Fig. 1: run 1, M2 wires
Scale: 1 px per um. Cells faint in the background.
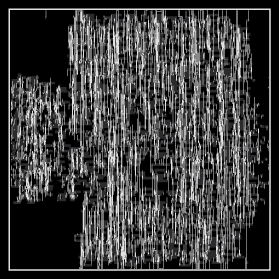
Fig. 2: run 1, gate families picked out
Scale: 2 px per um.
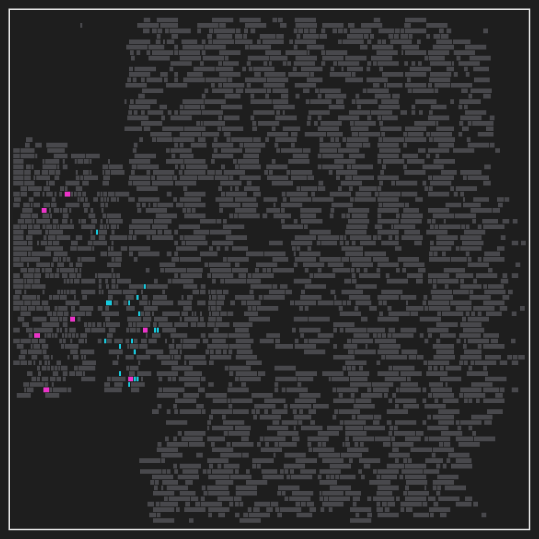
Fig. 3: run 1, cells by drive strength
Scale: 2 px per um.
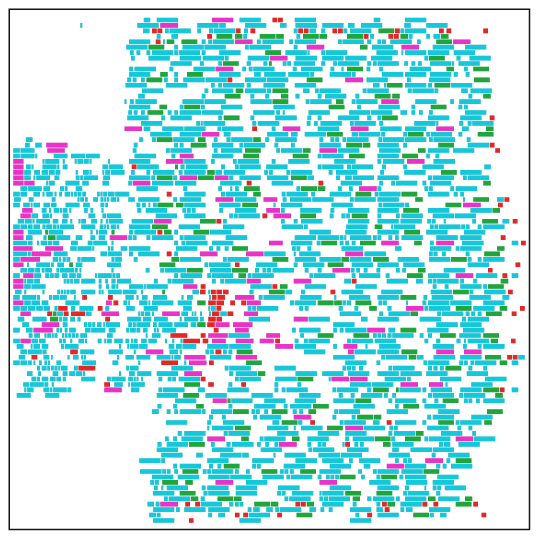
Fig. 4: run 1, met3 routing
Scale: 1 px per um.
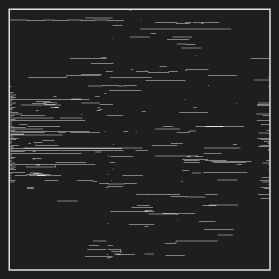
<file path="src/rtl/glb_bank_rd_streamer_if.sv">
// Command, bank-port and output-stream signals of one global-buffer bank read streamer.
// master is the streamer side; slave is the surrounding DMA/bank side.
interface glb_bank_rd_streamer_if #(
    parameter int unsigned ADDR_W = 17,
    parameter int unsigned DATA_W = 64,
    parameter int unsigned LEN_W  = 16
);
    logic              start;
    logic [ADDR_W-1:0] start_addr;
    logic [LEN_W-1:0]  num_words;
    logic              busy;
    logic              done;
    logic              bank_ren;
    logic              bank_wen;
    logic [ADDR_W-1:0] bank_addr;
    logic [DATA_W-1:0] bank_data_out;
    logic              out_valid;
    logic              out_ready;
    logic [DATA_W-1:0] out_data;

    modport master (
        input  start, start_addr, num_words, bank_data_out, out_ready,
        output busy, done, bank_ren, bank_wen, bank_addr, out_valid, out_data
    );

    modport slave (
        output start, start_addr, num_words, bank_data_out, out_ready,
        input  busy, done, bank_ren, bank_wen, bank_addr, out_valid, out_data
    );
endinterface

</file>
<file path="src/rtl/glb_bank_rd_streamer.sv">
// Bank read initiator: issues credit-limited reads, captures fixed-latency data
// into a small FIFO and presents it as a valid/ready stream.
module glb_bank_rd_streamer #(
    parameter int unsigned BANK_ADDR_WIDTH  = 17,
    parameter int unsigned BANK_DATA_WIDTH  = 64,
    parameter int unsigned BANK_BYTE_OFFSET = 3,
    parameter int unsigned RD_LATENCY       = 3,
    parameter int unsigned FIFO_DEPTH       = 8,
    parameter int unsigned LEN_WIDTH        = 16
) (
    input  logic                  clk,
    input  logic                  reset,
    glb_bank_rd_streamer_if.master bus
);
    localparam int unsigned AW     = BANK_ADDR_WIDTH;
    localparam int unsigned DW     = BANK_DATA_WIDTH;
    localparam int unsigned LW     = LEN_WIDTH;
    localparam int unsigned PTR_W  = (FIFO_DEPTH > 1) ? $clog2(FIFO_DEPTH) : 1;
    localparam int unsigned CNT_W  = PTR_W + 1;
    localparam int unsigned SUM_W  = CNT_W + 1;
    localparam int unsigned STRIDE = 2 ** BANK_BYTE_OFFSET;

    typedef enum logic [1:0] {IDLE, ISSUE, DRAIN} state_e;

    state_e                state_q, state_d;
    logic [AW-1:0]         addr_q, addr_d;
    logic [AW-1:0]         bank_addr_q, bank_addr_d;
    logic [LW-1:0]         remaining_q, remaining_d;
    logic                  bank_ren_q, bank_ren_d;
    logic                  done_q, done_d;
    logic [CNT_W-1:0]      inflight_q, inflight_d;
    logic [RD_LATENCY-1:0] vpipe_q, vpipe_d;

    logic [DW-1:0]         mem_q [FIFO_DEPTH];
    logic [PTR_W-1:0]      wptr_q, rptr_q;
    logic [CNT_W-1:0]      count_q;

    logic                  cmd_go;
    logic                  credit_ok;
    logic                  issue;
    logic [AW-1:0]         aligned_addr;
    logic [AW-1:0]         cur_addr;
    logic [LW-1:0]         cur_rem;
    logic                  push;
    logic                  pop;

    assign push = vpipe_q[RD_LATENCY-1];
    assign pop  = (count_q != '0) && bus.out_ready;

    // A read issued at the start edge shares the issue path with ISSUE so the
    // first bank_ren lands in the cycle right after start is sampled.
    always_comb begin
        state_d      = state_q;
        addr_d       = addr_q;
        bank_addr_d  = bank_addr_q;
        remaining_d  = remaining_q;
        bank_ren_d   = 1'b0;
        done_d       = 1'b0;
        aligned_addr = bus.start_addr & ~AW'(STRIDE - 1);
        cmd_go       = (state_q == IDLE) && bus.start;
        cur_addr     = cmd_go ? aligned_addr : addr_q;
        cur_rem      = cmd_go ? bus.num_words : remaining_q;
        credit_ok    = (SUM_W'(count_q) + SUM_W'(inflight_q)) < SUM_W'(FIFO_DEPTH);
        issue        = (cmd_go || (state_q == ISSUE)) && (cur_rem != '0) && credit_ok;

        if (cmd_go) begin
            addr_d      = cur_addr;
            remaining_d = cur_rem;
        end
        if (issue) begin
            bank_ren_d  = 1'b1;
            bank_addr_d = cur_addr;
            addr_d      = cur_addr + AW'(STRIDE);
            remaining_d = cur_rem - LW'(1);
        end

        unique case (state_q)
            IDLE: begin
                if (bus.start) state_d = ISSUE;
            end
            ISSUE: begin
                if (remaining_q == '0) state_d = DRAIN;
            end
            DRAIN: begin
                if ((inflight_q == '0) && (count_q == '0) && (vpipe_q == '0) && !bank_ren_q) begin
                    state_d = IDLE;
                    done_d  = 1'b1;
                end
            end
            default: state_d = IDLE;
        endcase

        inflight_d = inflight_q + CNT_W'(issue) - CNT_W'(push);
        vpipe_d    = vpipe_q << 1;
        vpipe_d[0] = bank_ren_q;
    end

    always_ff @(posedge clk) begin
        if (reset) begin
            state_q     <= IDLE;
            addr_q      <= '0;
            bank_addr_q <= '0;
            remaining_q <= '0;
            bank_ren_q  <= 1'b0;
            done_q      <= 1'b0;
            inflight_q  <= '0;
            vpipe_q     <= '0;
        end else begin
            state_q     <= state_d;
            addr_q      <= addr_d;
            bank_addr_q <= bank_addr_d;
            remaining_q <= remaining_d;
            bank_ren_q  <= bank_ren_d;
            done_q      <= done_d;
            inflight_q  <= inflight_d;
            vpipe_q     <= vpipe_d;
        end
    end

    // Response FIFO; storage is cleared so out_data reads zero after reset.
    always_ff @(posedge clk) begin
        if (reset) begin
            for (int unsigned i = 0; i < FIFO_DEPTH; i++) mem_q[i] <= '0;
            wptr_q  <= '0;
            rptr_q  <= '0;
            count_q <= '0;
        end else begin
            if (push) begin
                mem_q[wptr_q] <= bus.bank_data_out;
                wptr_q        <= wptr_q + PTR_W'(1);
            end
            if (pop) rptr_q <= rptr_q + PTR_W'(1);
            count_q <= count_q + CNT_W'(push) - CNT_W'(pop);
        end
    end

    assign bus.busy      = (state_q != IDLE);
    assign bus.done      = done_q;
    assign bus.bank_ren  = bank_ren_q;
    assign bus.bank_wen  = 1'b0;
    assign bus.bank_addr = bank_addr_q;
    assign bus.out_valid = (count_q != '0);
    assign bus.out_data  = mem_q[rptr_q];
endmodule
</file>
<file path="src/flat_wrapper.sv">
// flat-port wrapper written by rule: the top's interface ports become plain ports
module glb_bank_rd_streamer_flat 
#(
    parameter int unsigned BANK_ADDR_WIDTH  = 17,
    parameter int unsigned BANK_DATA_WIDTH  = 64,
    parameter int unsigned BANK_BYTE_OFFSET = 3,
    parameter int unsigned RD_LATENCY       = 3,
    parameter int unsigned FIFO_DEPTH       = 8,
    parameter int unsigned LEN_WIDTH        = 16
)
  (clk, reset, bus_start, bus_start_addr, bus_num_words, bus_bank_data_out, bus_out_ready, bus_busy, bus_done, bus_bank_ren, bus_bank_wen, bus_bank_addr, bus_out_valid, bus_out_data);
  glb_bank_rd_streamer_if bus_i ();
  input  logic clk;
  input  logic reset;
  input wire logic [$bits(bus_i.start)-1:0] bus_start;
  input wire logic [$bits(bus_i.start_addr)-1:0] bus_start_addr;
  input wire logic [$bits(bus_i.num_words)-1:0] bus_num_words;
  input wire logic [$bits(bus_i.bank_data_out)-1:0] bus_bank_data_out;
  input wire logic [$bits(bus_i.out_ready)-1:0] bus_out_ready;
  output wire logic [$bits(bus_i.busy)-1:0] bus_busy;
  output wire logic [$bits(bus_i.done)-1:0] bus_done;
  output wire logic [$bits(bus_i.bank_ren)-1:0] bus_bank_ren;
  output wire logic [$bits(bus_i.bank_wen)-1:0] bus_bank_wen;
  output wire logic [$bits(bus_i.bank_addr)-1:0] bus_bank_addr;
  output wire logic [$bits(bus_i.out_valid)-1:0] bus_out_valid;
  output wire logic [$bits(bus_i.out_data)-1:0] bus_out_data;
  assign bus_i.start = bus_start;
  assign bus_i.start_addr = bus_start_addr;
  assign bus_i.num_words = bus_num_words;
  assign bus_i.bank_data_out = bus_bank_data_out;
  assign bus_i.out_ready = bus_out_ready;
  assign bus_busy = bus_i.busy;
  assign bus_done = bus_i.done;
  assign bus_bank_ren = bus_i.bank_ren;
  assign bus_bank_wen = bus_i.bank_wen;
  assign bus_bank_addr = bus_i.bank_addr;
  assign bus_out_valid = bus_i.out_valid;
  assign bus_out_data = bus_i.out_data;
  glb_bank_rd_streamer #(.BANK_ADDR_WIDTH(BANK_ADDR_WIDTH), .BANK_DATA_WIDTH(BANK_DATA_WIDTH), .BANK_BYTE_OFFSET(BANK_BYTE_OFFSET), .RD_LATENCY(RD_LATENCY), .FIFO_DEPTH(FIFO_DEPTH), .LEN_WIDTH(LEN_WIDTH)) u_core (.clk(clk), .reset(reset), .bus(bus_i));
endmodule
</file>
<file path="config.mk">
export PLATFORM = sky130hd
export DESIGN_NAME = glb_bank_rd_streamer_flat
export DESIGN_NICKNAME = d
export VERILOG_FILES = /design/src/rtl/glb_bank_rd_streamer_if.sv /design/src/rtl/glb_bank_rd_streamer.sv /design/src/flat_wrapper.sv
export SDC_FILE = /design/constraint.sdc
export NUM_CORES = 1
export LEC_CHECK = 0
export CAP_MARGIN = 40
export CORE_UTILIZATION = 40
export DETAILED_ROUTE_END_ITERATION = 12
export GPL_ROUTABILITY_DRIVEN = 0
export SYNTH_ARGS = -nofsm -noshare
export SYNTH_HDL_FRONTEND = slang
export SYNTH_SLANG_ARGS = --single-unit
</file>
<file path="constraint.sdc">
create_clock -name clk -period 4.9 [get_ports clk]
set_input_delay 1.47 -clock clk [delete_from_list [all_inputs] [get_ports clk]]
set_output_delay 1.47 -clock clk [all_outputs]
set_load 0.1 [all_outputs]
</file>
==> Changelog: implementation, run 1 <==
### Metrics

* Count of standard-cell rows at 93
* Sw Ratio at between 30% and 40%
* Syn_nets at ~1900
* Width of the chip at 259 um
* Detailed placer's ending HPWL at 35800 um
* Maximum Capacitance Violations at 0
* Total clock network power at around 4.4 mW
* Overall routed net length at ~64000 um
* Highest cell delay on the worst timing path at roughly 0.76 ns
* Layer carrying the most global-route usage: met2
* H-tree levels at 2
* Largest register by flop count: u_core.mem_q
* NumNets Final at around 2100
* Area of the synthesized netlist per yosys stat at approximately 0.026 mm2
* R2R Setup Slk at 1.68 ns
* Tap Count at 855
* Layout Area Growth over Synthesis at 19.5%
* Number of instances on the worst hold path at 2
* Chip height at ~260 um
* Cell-internal power at between 10 and 15 mW
* Total vias in the final route at approximately 15000
* Worst setup slack after placement at ~0.092 ns
* GR met1 Demand/Resource at between 20% and 30%
* Share of synthesized cell area in and-or and or-and compound cells at under 10%
* Power drawn by the combinational cells at 5.41 mW
* Worst setup path endpoint: bus_out_data[36]
* CP endpoint kind: primary output
* Total negative slack for setup checks at 0 ns
* Mapped cell area at around 0.026 mm2
* Xor/xnor share at less than 1%
* DRC marker count from the first detailed-route iteration at 943
* Ant diodes at 2
* Hold buffer count at cts at 0
* Overflow left after global routing at 0
* Sequential share of cell area at a little over half
* Worst path buffer plus inverter count at 2
* Met2 Use GR at between 30 and 40%
* Ratio of cells with drive above 1 in the final layout at 21.2%
* Status: finished clean
* Sequential power share at 37.8%
* Number of post-CTS setup repair buffers at 0
* Basic-gate share of the synthesized area counting and, or, nand and nor cells at 16.2%
* Worst hold path type: register to register
* Number of buffers on the longest clock path at 3
* Placed cell count at about 2700
* Number of cells in the finished layout apart from fillers at around 2900
* Most popular library cell in the synthesized design by count: sky130_fd_sc_hd__and2_1
* Remaining routing DRC violations at 0
* Post-Syn Instances at 1767
* Count of library flops with an enable pin at 512
* CTS tree: built
* Post-synth ARST share at 0%
* Cells on worst reg2reg path at 14
* Drt pass-1 iters at 5
* Flops at between 500 and 600
* First-pass GRT wire length at roughly 97000 um
* Number of antenna violations at the first check in global routing at 5
* Count of tool warnings at 29
* Core utilization of the finished layout at 48.7%
* RSZ-0062 raised after global routing: false
* Buffers added on ports at around 180
* Net load switching power at roughly 5.7 mW
* GR Util met3 at under 10%
-- Fig. 1 (at the start) --
The longest straight run is 90.1 um. 1795 nets have wire on it.

-- Fig. 2 (at the start) --
non-inverting ao/oa cells: in magenta, cells 7. inv cells: in cyan, cells 16.

-- Fig. 3 (at the start) --
x3 and x4: in red, cells 111. x1 and smaller: in cyan, cells 1581. x6 and larger: in magenta, cells 109. x2: in green, cells 205.

-- Fig. 4 (at the start) --
The longest straight run is 119 um. The layer holds 6.3% of the routed length. The wires run mostly horizontal.

==> run 2: changes to the inputs <==
--- a/config.mk
+++ b/config.mk
@@ -9,6 +9,7 @@
 export CORE_UTILIZATION = 40
 export DETAILED_ROUTE_END_ITERATION = 12
 export GPL_ROUTABILITY_DRIVEN = 0
+export HOLD_SLACK_MARGIN = 0.03
 export SYNTH_ARGS = -nofsm -noshare
 export SYNTH_HDL_FRONTEND = slang
 export SYNTH_SLANG_ARGS = --single-unit
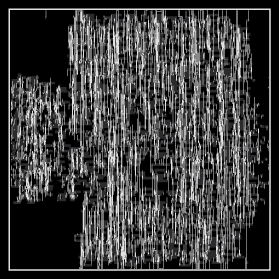
Fig. 5. M2 wires (run 2).
Scale: 1 px per um. Cells faint in the background.
The longest straight run is 90.1 um. 1795 nets have wire on it. The layer carries 31.6 mm of wire.

==> run 2 against run 1 <==
Compared with the run above:
- clock skew stayed put
- via count unchanged
- worst setup slack stayed put
- register-to-register slack about the same
- critical path type unchanged
- largest cell class unchanged
- highest routed layer unchanged
==> Changelog: implementation, run 2 <==
### Metrics

* Drt pass-1 iters at 5 (unchanged)
* Remaining routing DRC violations at 0 (unchanged)
* Buffers added on ports at 182 (unchanged)
* Post-Syn Instances at 1767 (unchanged)
* Number of post-CTS setup repair buffers at 0 (unchanged)
* DRC marker count from the first detailed-route iteration at 943 (unchanged)
* Worst path buffer plus inverter count at 2 (unchanged)
* Overflow left after global routing at 0 (unchanged)
* CP endpoint kind: primary output (unchanged)
* Core utilization of the finished layout at 48.7% (unchanged)
* Net load switching power at 5.66 mW (unchanged)
* CTS tree: built (unchanged)
* Power drawn by the combinational cells at 5.41 mW (about the same)
* Total vias in the final route at 15000 (unchanged)
* Number of cells in the finished layout apart from fillers at 2863 (unchanged)
* Number of buffers on the longest clock path at 3 (unchanged)
* Count of library flops with an enable pin at 512 (unchanged)
* Sw Ratio at 35.9% (unchanged)
* Ratio of cells with drive above 1 in the final layout at 21.2% (unchanged)
* Status: finished clean (unchanged)
* Flops at 586 (unchanged)
* Sequential share of cell area at 53.3% (unchanged)
* Placed cell count at 2749 (unchanged)
* Largest register by flop count: u_core.mem_q (unchanged)
* Chip height at 259 um (unchanged)
* Post-synth ARST share at 0% (unchanged)
* Tap Count at 855 (unchanged)
* Cells on worst reg2reg path at 14 (unchanged)
* Detailed placer's ending HPWL at 35800 um (unchanged)
* Hold buffer count at cts at 0 (unchanged)
* GR Util met3 at 4.24% (unchanged)
* Sequential power share at 37.8% (about the same)
* Number of instances on the worst hold path at 2 (unchanged)
* Worst hold path type: register to register (unchanged)
* Layer carrying the most global-route usage: met2 (unchanged)
* Total clock network power at 4.40 mW (about the same)
* Ant diodes at 2 (unchanged)
* Area of the synthesized netlist per yosys stat at 0.0265 mm2 (unchanged)
* NumNets Final at 2077 (unchanged)
* Mapped cell area at 0.0265 mm2 (unchanged)
* Worst setup path endpoint: bus_out_data[36] (unchanged)
* Highest cell delay on the worst timing path at 0.76 ns (about the same)
* Layout Area Growth over Synthesis at 19.5% (unchanged)
* Count of tool warnings at 29 (unchanged)
Power figures rest on the tool's default switching activity, not on a simulated workload.
